Fig. 1: signal wires on met1
Supply wires on this layer in gray.
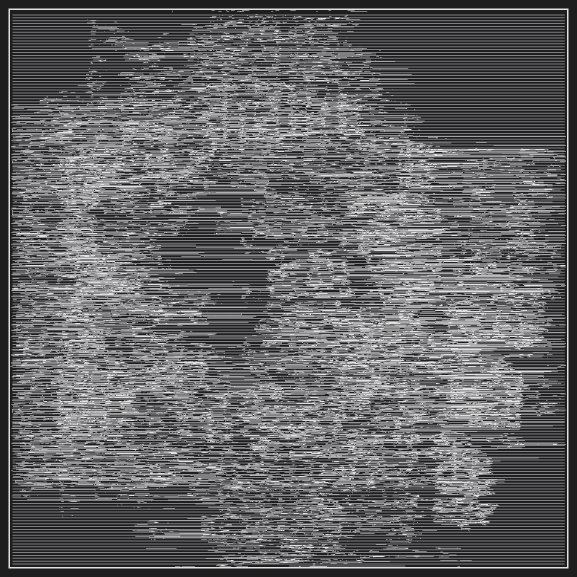
Fig. 2: M2 wires
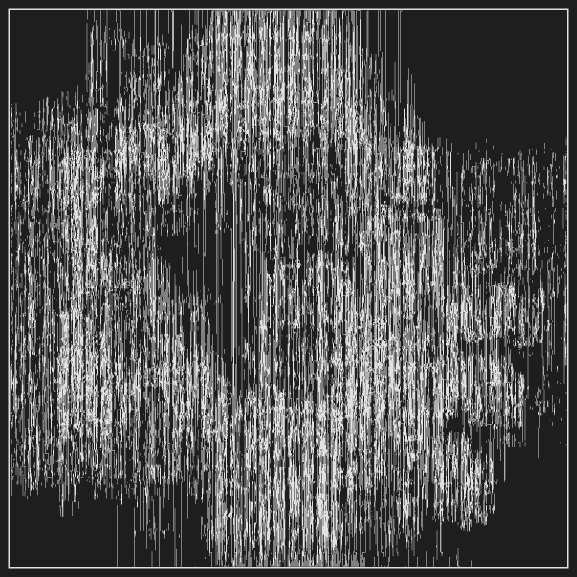
Fig. 3: signal wires on met3
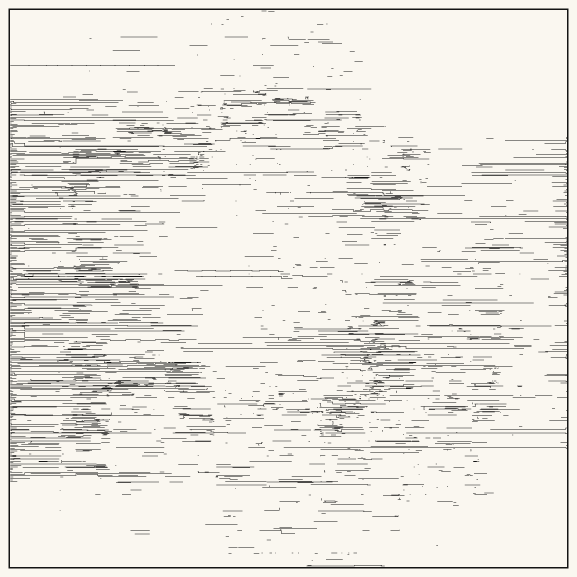
Fig. 4: the metal 4 layer
The bar under the picture is 200 um long. Supply wires on this layer in gray. Cells faint in the background.
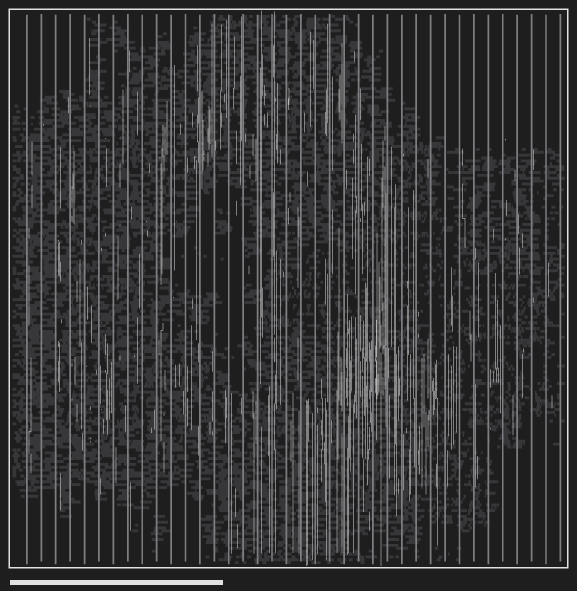
Fig. 5: clock wiring as the flow saved it
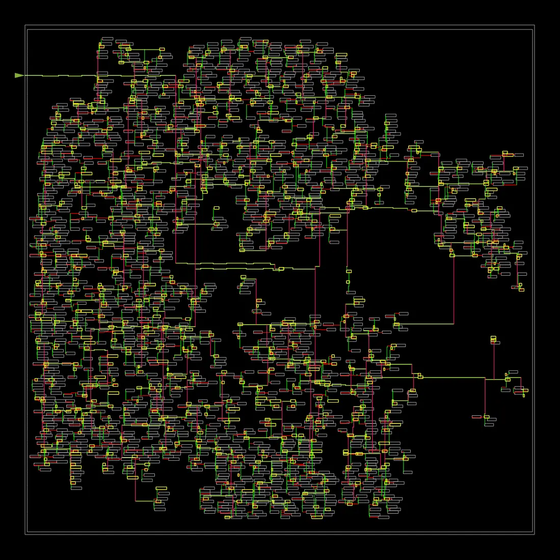
### src/rtl/cardinal_router_node_buf_if.sv
// Five-port mesh router link bundle: valid/data/ready per input and per output, plus phase bit.
interface cardinal_router_node_buf_if #(
   parameter int DATA_W = 64
);
   logic              n_si, s_si, e_si, w_si, pe_si;
   logic [DATA_W-1:0] n_di, s_di, e_di, w_di, pe_di;
   logic              n_ri, s_ri, e_ri, w_ri, pe_ri;
   logic              n_so, s_so, e_so, w_so, pe_so;
   logic [DATA_W-1:0] n_do, s_do, e_do, w_do, pe_do;
   logic              n_ro, s_ro, e_ro, w_ro, pe_ro;
   logic              polarity;

   modport master (
      output n_si, s_si, e_si, w_si, pe_si,
      output n_di, s_di, e_di, w_di, pe_di,
      output n_ro, s_ro, e_ro, w_ro, pe_ro,
      input  n_ri, s_ri, e_ri, w_ri, pe_ri,
      input  n_so, s_so, e_so, w_so, pe_so,
      input  n_do, s_do, e_do, w_do, pe_do,
      input  polarity
   );

   modport slave (
      input  n_si, s_si, e_si, w_si, pe_si,
      input  n_di, s_di, e_di, w_di, pe_di,
      input  n_ro, s_ro, e_ro, w_ro, pe_ro,
      output n_ri, s_ri, e_ri, w_ri, pe_ri,
      output n_so, s_so, e_so, w_so, pe_so,
      output n_do, s_do, e_do, w_do, pe_do,
      output polarity
   );
endinterface

### src/rtl/cardinal_router_node_buf.sv
// Input-buffered XY mesh router node: per-input FIFO, per-output round-robin arbiter and
// one-entry output register. Port index order everywhere is n, s, e, w, pe.
module cardinal_router_node_buf #(
   parameter int DATA_W = 64,
   parameter int DEPTH  = 4,
   parameter int HOP_W  = 4
) (
   input logic                       clk,
   input logic                       reset,
   cardinal_router_node_buf_if.slave bus
);
   localparam int NP = 5;
   localparam int AW = $clog2(DEPTH);
   localparam int CW = AW + 1;
   localparam int HX = DATA_W - 3;
   localparam int HY = DATA_W - 3 - HOP_W;
   localparam logic [2:0] P_N = 3'd0, P_S = 3'd1, P_E = 3'd2, P_W = 3'd3, P_PE = 3'd4;
   localparam logic [HOP_W-1:0] HOP_ONE = HOP_W'(1);

   logic [NP-1:0]     w_si, w_ri, w_ro, w_push, w_pop, w_hvld, w_gvld;
   logic [DATA_W-1:0] w_di   [NP];
   logic [DATA_W-1:0] w_head [NP];
   logic [DATA_W-1:0] w_fwd  [NP];
   logic [2:0]        w_dst  [NP];
   logic [2:0]        w_gsel [NP];

   logic [DATA_W-1:0] r_mem [NP][DEPTH];
   logic [AW-1:0]     r_wp  [NP];
   logic [AW-1:0]     r_rp  [NP];
   logic [CW-1:0]     r_cnt [NP];
   logic [NP-1:0]     r_so;
   logic [DATA_W-1:0] r_do  [NP];
   logic [2:0]        r_ptr [NP];
   logic              r_pol;

   assign w_si = {bus.pe_si, bus.w_si, bus.e_si, bus.s_si, bus.n_si};
   assign w_ro = {bus.pe_ro, bus.w_ro, bus.e_ro, bus.s_ro, bus.n_ro};
   assign w_di[0] = bus.n_di;
   assign w_di[1] = bus.s_di;
   assign w_di[2] = bus.e_di;
   assign w_di[3] = bus.w_di;
   assign w_di[4] = bus.pe_di;

   assign {bus.pe_ri, bus.w_ri, bus.e_ri, bus.s_ri, bus.n_ri} = w_ri;
   assign {bus.pe_so, bus.w_so, bus.e_so, bus.s_so, bus.n_so} = r_so;
   assign bus.n_do     = r_do[0];
   assign bus.s_do     = r_do[1];
   assign bus.e_do     = r_do[2];
   assign bus.w_do     = r_do[3];
   assign bus.pe_do    = r_do[4];
   assign bus.polarity = r_pol;

   for (genvar i = 0; i < NP; i++) begin : g_in
      // Full FIFO refuses a flit even when it pops that cycle.
      assign w_ri[i]   = r_cnt[i] < CW'(DEPTH);
      assign w_push[i] = w_si[i] & w_ri[i];
      assign w_hvld[i] = r_cnt[i] != '0;
      assign w_head[i] = r_mem[i][r_rp[i]];
   end

   // Strict XY route of each head and the hop-decremented copy that gets forwarded.
   always_comb begin
      for (int i = 0; i < NP; i++) begin
         w_fwd[i] = w_head[i];
         w_dst[i] = P_PE;
         if (w_head[i][HX -: HOP_W] != '0) begin
            w_dst[i] = w_head[i][DATA_W-1] ? P_W : P_E;
            w_fwd[i][HX -: HOP_W] = w_head[i][HX -: HOP_W] - HOP_ONE;
         end else if (w_head[i][HY -: HOP_W] != '0) begin
            w_dst[i] = w_head[i][DATA_W-2] ? P_S : P_N;
            w_fwd[i][HY -: HOP_W] = w_head[i][HY -: HOP_W] - HOP_ONE;
         end
      end
   end

   always_comb begin
      int j;
      j      = 0;
      w_gvld = '0;
      w_pop  = '0;
      for (int o = 0; o < NP; o++) begin
         w_gsel[o] = '0;
         if (!r_so[o] || w_ro[o]) begin
            for (int k = 0; k < NP; k++) begin
               j = int'(r_ptr[o]) + k;
               if (j >= NP) j = j - NP;
               if (!w_gvld[o] && w_hvld[j] && w_dst[j] == 3'(o)) begin
                  w_gvld[o] = 1'b1;
                  w_gsel[o] = 3'(j);
                  w_pop[j]  = 1'b1;
               end
            end
         end
      end
   end

   always_ff @(posedge clk) begin
      for (int i = 0; i < NP; i++)
         if (w_push[i]) r_mem[i][r_wp[i]] <= w_di[i];
   end

   always_ff @(posedge clk or posedge reset) begin
      if (reset) begin
         r_pol <= 1'b0;
         r_so  <= '0;
         for (int i = 0; i < NP; i++) begin
            r_wp[i]  <= '0;
            r_rp[i]  <= '0;
            r_cnt[i] <= '0;
            r_do[i]  <= '0;
            r_ptr[i] <= P_N;
         end
      end else begin
         r_pol <= ~r_pol;
         for (int i = 0; i < NP; i++) begin
            if (w_push[i]) r_wp[i] <= r_wp[i] + AW'(1);
            if (w_pop[i])  r_rp[i] <= r_rp[i] + AW'(1);
            r_cnt[i] <= r_cnt[i] + CW'(w_push[i]) - CW'(w_pop[i]);
         end
         for (int o = 0; o < NP; o++) begin
            if (w_gvld[o]) begin
               r_so[o]  <= 1'b1;
               r_do[o]  <= w_fwd[w_gsel[o]];
               r_ptr[o] <= (w_gsel[o] == P_PE) ? P_N : w_gsel[o] + 3'd1;
            end else if (w_ro[o]) begin
               r_so[o] <= 1'b0;
            end
         end
      end
   end
endmodule

### src/flat_wrapper.sv
// flat-port wrapper written by rule: the top's interface ports become plain ports
module cardinal_router_node_buf_flat 
#(
   parameter int DATA_W = 64,
   parameter int DEPTH  = 4,
   parameter int HOP_W  = 4
)
  (clk, reset, bus_n_si, bus_s_si, bus_e_si, bus_w_si, bus_pe_si, bus_n_di, bus_s_di, bus_e_di, bus_w_di, bus_pe_di, bus_n_ro, bus_s_ro, bus_e_ro, bus_w_ro, bus_pe_ro, bus_n_ri, bus_s_ri, bus_e_ri, bus_w_ri, bus_pe_ri, bus_n_so, bus_s_so, bus_e_so, bus_w_so, bus_pe_so, bus_n_do, bus_s_do, bus_e_do, bus_w_do, bus_pe_do, bus_polarity);
  cardinal_router_node_buf_if #(.DATA_W(DATA_W)) bus_i ();
  input logic clk;
  input logic reset;
  input wire logic [$bits(bus_i.n_si)-1:0] bus_n_si;
  input wire logic [$bits(bus_i.s_si)-1:0] bus_s_si;
  input wire logic [$bits(bus_i.e_si)-1:0] bus_e_si;
  input wire logic [$bits(bus_i.w_si)-1:0] bus_w_si;
  input wire logic [$bits(bus_i.pe_si)-1:0] bus_pe_si;
  input wire logic [$bits(bus_i.n_di)-1:0] bus_n_di;
  input wire logic [$bits(bus_i.s_di)-1:0] bus_s_di;
  input wire logic [$bits(bus_i.e_di)-1:0] bus_e_di;
  input wire logic [$bits(bus_i.w_di)-1:0] bus_w_di;
  input wire logic [$bits(bus_i.pe_di)-1:0] bus_pe_di;
  input wire logic [$bits(bus_i.n_ro)-1:0] bus_n_ro;
  input wire logic [$bits(bus_i.s_ro)-1:0] bus_s_ro;
  input wire logic [$bits(bus_i.e_ro)-1:0] bus_e_ro;
  input wire logic [$bits(bus_i.w_ro)-1:0] bus_w_ro;
  input wire logic [$bits(bus_i.pe_ro)-1:0] bus_pe_ro;
  output wire logic [$bits(bus_i.n_ri)-1:0] bus_n_ri;
  output wire logic [$bits(bus_i.s_ri)-1:0] bus_s_ri;
  output wire logic [$bits(bus_i.e_ri)-1:0] bus_e_ri;
  output wire logic [$bits(bus_i.w_ri)-1:0] bus_w_ri;
  output wire logic [$bits(bus_i.pe_ri)-1:0] bus_pe_ri;
  output wire logic [$bits(bus_i.n_so)-1:0] bus_n_so;
  output wire logic [$bits(bus_i.s_so)-1:0] bus_s_so;
  output wire logic [$bits(bus_i.e_so)-1:0] bus_e_so;
  output wire logic [$bits(bus_i.w_so)-1:0] bus_w_so;
  output wire logic [$bits(bus_i.pe_so)-1:0] bus_pe_so;
  output wire logic [$bits(bus_i.n_do)-1:0] bus_n_do;
  output wire logic [$bits(bus_i.s_do)-1:0] bus_s_do;
  output wire logic [$bits(bus_i.e_do)-1:0] bus_e_do;
  output wire logic [$bits(bus_i.w_do)-1:0] bus_w_do;
  output wire logic [$bits(bus_i.pe_do)-1:0] bus_pe_do;
  output wire logic [$bits(bus_i.polarity)-1:0] bus_polarity;
  assign bus_i.n_si = bus_n_si;
  assign bus_i.s_si = bus_s_si;
  assign bus_i.e_si = bus_e_si;
  assign bus_i.w_si = bus_w_si;
  assign bus_i.pe_si = bus_pe_si;
  assign bus_i.n_di = bus_n_di;
  assign bus_i.s_di = bus_s_di;
  assign bus_i.e_di = bus_e_di;
  assign bus_i.w_di = bus_w_di;
  assign bus_i.pe_di = bus_pe_di;
  assign bus_i.n_ro = bus_n_ro;
  assign bus_i.s_ro = bus_s_ro;
  assign bus_i.e_ro = bus_e_ro;
  assign bus_i.w_ro = bus_w_ro;
  assign bus_i.pe_ro = bus_pe_ro;
  assign bus_n_ri = bus_i.n_ri;
  assign bus_s_ri = bus_i.s_ri;
  assign bus_e_ri = bus_i.e_ri;
  assign bus_w_ri = bus_i.w_ri;
  assign bus_pe_ri = bus_i.pe_ri;
  assign bus_n_so = bus_i.n_so;
  assign bus_s_so = bus_i.s_so;
  assign bus_e_so = bus_i.e_so;
  assign bus_w_so = bus_i.w_so;
  assign bus_pe_so = bus_i.pe_so;
  assign bus_n_do = bus_i.n_do;
  assign bus_s_do = bus_i.s_do;
  assign bus_e_do = bus_i.e_do;
  assign bus_w_do = bus_i.w_do;
  assign bus_pe_do = bus_i.pe_do;
  assign bus_polarity = bus_i.polarity;
  cardinal_router_node_buf #(.DATA_W(DATA_W), .DEPTH(DEPTH), .HOP_W(HOP_W)) u_core (.clk(clk), .reset(reset), .bus(bus_i));
endmodule
### config.mk
export PLATFORM = sky130hd
export DESIGN_NAME = cardinal_router_node_buf_flat
export DESIGN_NICKNAME = d
export VERILOG_FILES = /design/src/rtl/cardinal_router_node_buf_if.sv /design/src/rtl/cardinal_router_node_buf.sv /design/src/flat_wrapper.sv
export SDC_FILE = /design/constraint.sdc
export NUM_CORES = 2
export LEC_CHECK = 0
export CAP_MARGIN = 0
export CORE_MARGIN = 2
export CORE_UTILIZATION = 30
export CTS_BUF_LIST = sky130_fd_sc_hd__clkbuf_8
export CTS_CLUSTER_DIAMETER = 30
export DETAILED_ROUTE_END_ITERATION = 10
export GPL_TIMING_DRIVEN = 1
export PLACE_DENSITY = 0.51
export SLEW_MARGIN = 20
export SYNTH_ARGS = -nofsm -noshare
export SYNTH_HDL_FRONTEND = slang
export SYNTH_SLANG_ARGS = --single-unit
### constraint.sdc
create_clock -name clk -period 16.5 [get_ports clk]
set_input_delay 3.3 -clock clk [delete_from_list [all_inputs] [get_ports clk]]
set_output_delay 3.3 -clock clk [all_outputs]
set_load 0.005 [all_outputs]
==> flow_summary_export.csv <==
group,metric,value,unit
routing,viasPerCell,5.79,
final_layout,fin_nets,7100,
setup_path,cpMaxStageDelayCell,"nor4_2",
sta,setup_viol,0,
sta,rsz0062_at_grt,"no",
sta,tightestPinTransition,1.23,ns
place,placed_area,0.0918,sq mm
final_layout,seq_area,0.0479,sq mm
final_layout,combGateArea,0.0312,sq mm
setup_path,worst-path-max-fanout,38,
final_layout,nNonClkBuffers,788,
clock_tree,cts_num_sinks,1656,
sta,setup_tns,0,ns
die,fp-row-count,190,
die,io_pins,663,
hold_path,hold_depth,1,
place,io_buffers,662,
setup_path,crit_path_end,"u_core.bus.pe_do[63]",
final_layout,clk_share,9.00,%
setup_path,rrSetupSlack,8.88,ns
final_layout,fin_util,37.6,%
global_route,grt_pass1_wl,504000,um
flow_run,maxCapViolations,0,
setup_path,cp_num_buf_inv,3,
setup_path,cp_common_cell,"mux2i_1",
die,core_area,0.269,sq mm
clock_tree,clockRootBuffer,"clkbuf_8",
logic_synthesis,adder_share,2.40,%
hold_path,hold_path_class,"flop to flop",
global_route,top_usage_layer,"met2",
logic_synthesis,top_cell_area_share,47.4,%
place,dp_slack,8.68,ns
status,status,"finished, final reports clean",
flow_run,warning_count,102,
setup_path,critPathLaunch,"u_core.r_rp[8]",
sta,whs,0.421,ns
final_layout,sh_comb_area,30.9,%
final_layout,drive_above_1_share,18.5,%
logic_synthesis,syn_area,0.0812,sq mm
place,dp_hpwl,257000,um
sta,finalWorstSetupSlack,8.88,ns
final_layout,clkbuf_count,421,
clock_tree,postCtsHoldBufs,0,
sta,slew_headroom,17.5,%
place,place.gp.congestion,0.939,
final_layout,largest_register_ffs,1280,
final_layout,seq_share,47.4,%
setup_path,path_cells,"mux4_2 > inv_1 > ha_1 > and2_1 > o2bb2a_4 > nor4_2 > mux2i_1 > a2111oi_4 > nor2_4 > and2_4 > o21ai_0 > a21o_4 > nor2_2 > inv_4 > buf_4 > mux2i_1 > mux2_2 > o21ai_1",
sta,hold_viol,0,
global_route,grt_pass1_vias,59860,
hold_path,whs_endpoint,"u_core.bus.polarity",
sta,finClkSkew,0.170,ns
final_layout,buffer_area_share,7.56,%
logic_synthesis,synthTopCellsByCount,"1,280 x edfxtp_1, 434 x mux2i_1, 382 x nand2_1",
logic_synthesis,synth_area_per_cell,14.0,sq um
final_layout,logic_gates,3626,
routing,drc,0,
final_layout,n_antenna_cell,42,
sta,fmax,0.131,GHz
setup_path,reg2reg_from,"u_core.r_rp[8]",
setup_path,cp.depth,18,
global_route,grt_max_degree,66,
setup_path,cp_top_family,"AND-OR/OR-AND gates",
logic_synthesis,synthesis.nets,6290,
die,taps,3552,
setup_path,reg2reg_to,"u_core.bus.pe_do[63]",
final_layout,syn_to_final_growth,24.4,%
setup_path,max_stage_delay,0.92,ns
routing,drt_iter0_drc,6953,
die,dieWidth,524,um
place,dp_cells,9767,
sta,finalClockPeriodUsage,46.2,%
logic_synthesis,mux_area_share,15.2,%
final_layout,largest_cell_class,"flip-flops and latches",
clock_tree,clk_pin_slew,0.05,ns
global_route,overflow,0,
logic_synthesis,topCellsByArea,"edfxtp_1 47%, dfrtp_1 12%, mux4_2 8.5%, mux2i_1 5.4%, ha_1 2.2%",
logic_synthesis,edf_count,1280,
logic_synthesis,ys_seq_share,58.9,%
routing,wl_met2,171000,um
global_route,track_usage,26.4,%
setup_path,critPathLaunchType,"flop",
setup_path,reg2regPathDepth,18,
logic_synthesis,logic_family,"multiplexers",
## Picture notes: Fig. 1
share of all routed wire: 40%
longest straight run: 151 um
met1 usage: 34.0%
via count: 61,106

## Picture notes: Fig. 2
nets with wire on the layer: 6,182
share of all routed wire: 46%
longest straight run: 309 um
main direction: vertical
final wirelength: 374,000 um
met2 Use GR: 41.2%

## Picture notes: Fig. 3
longest straight run: 265 um
share of all routed wire: 9.6%
main direction: horizontal
met3 Usage GRT: 7.43%

## Picture notes: Fig. 4
wire length on this layer: 17,500 um
share of all routed wire: 4.7%
nets with wire on the layer: 240

## Picture notes: Fig. 5
number of CTS-inserted buffers: 401
Insertion Delay late pin: 1.05 ns
flop count: 1,656

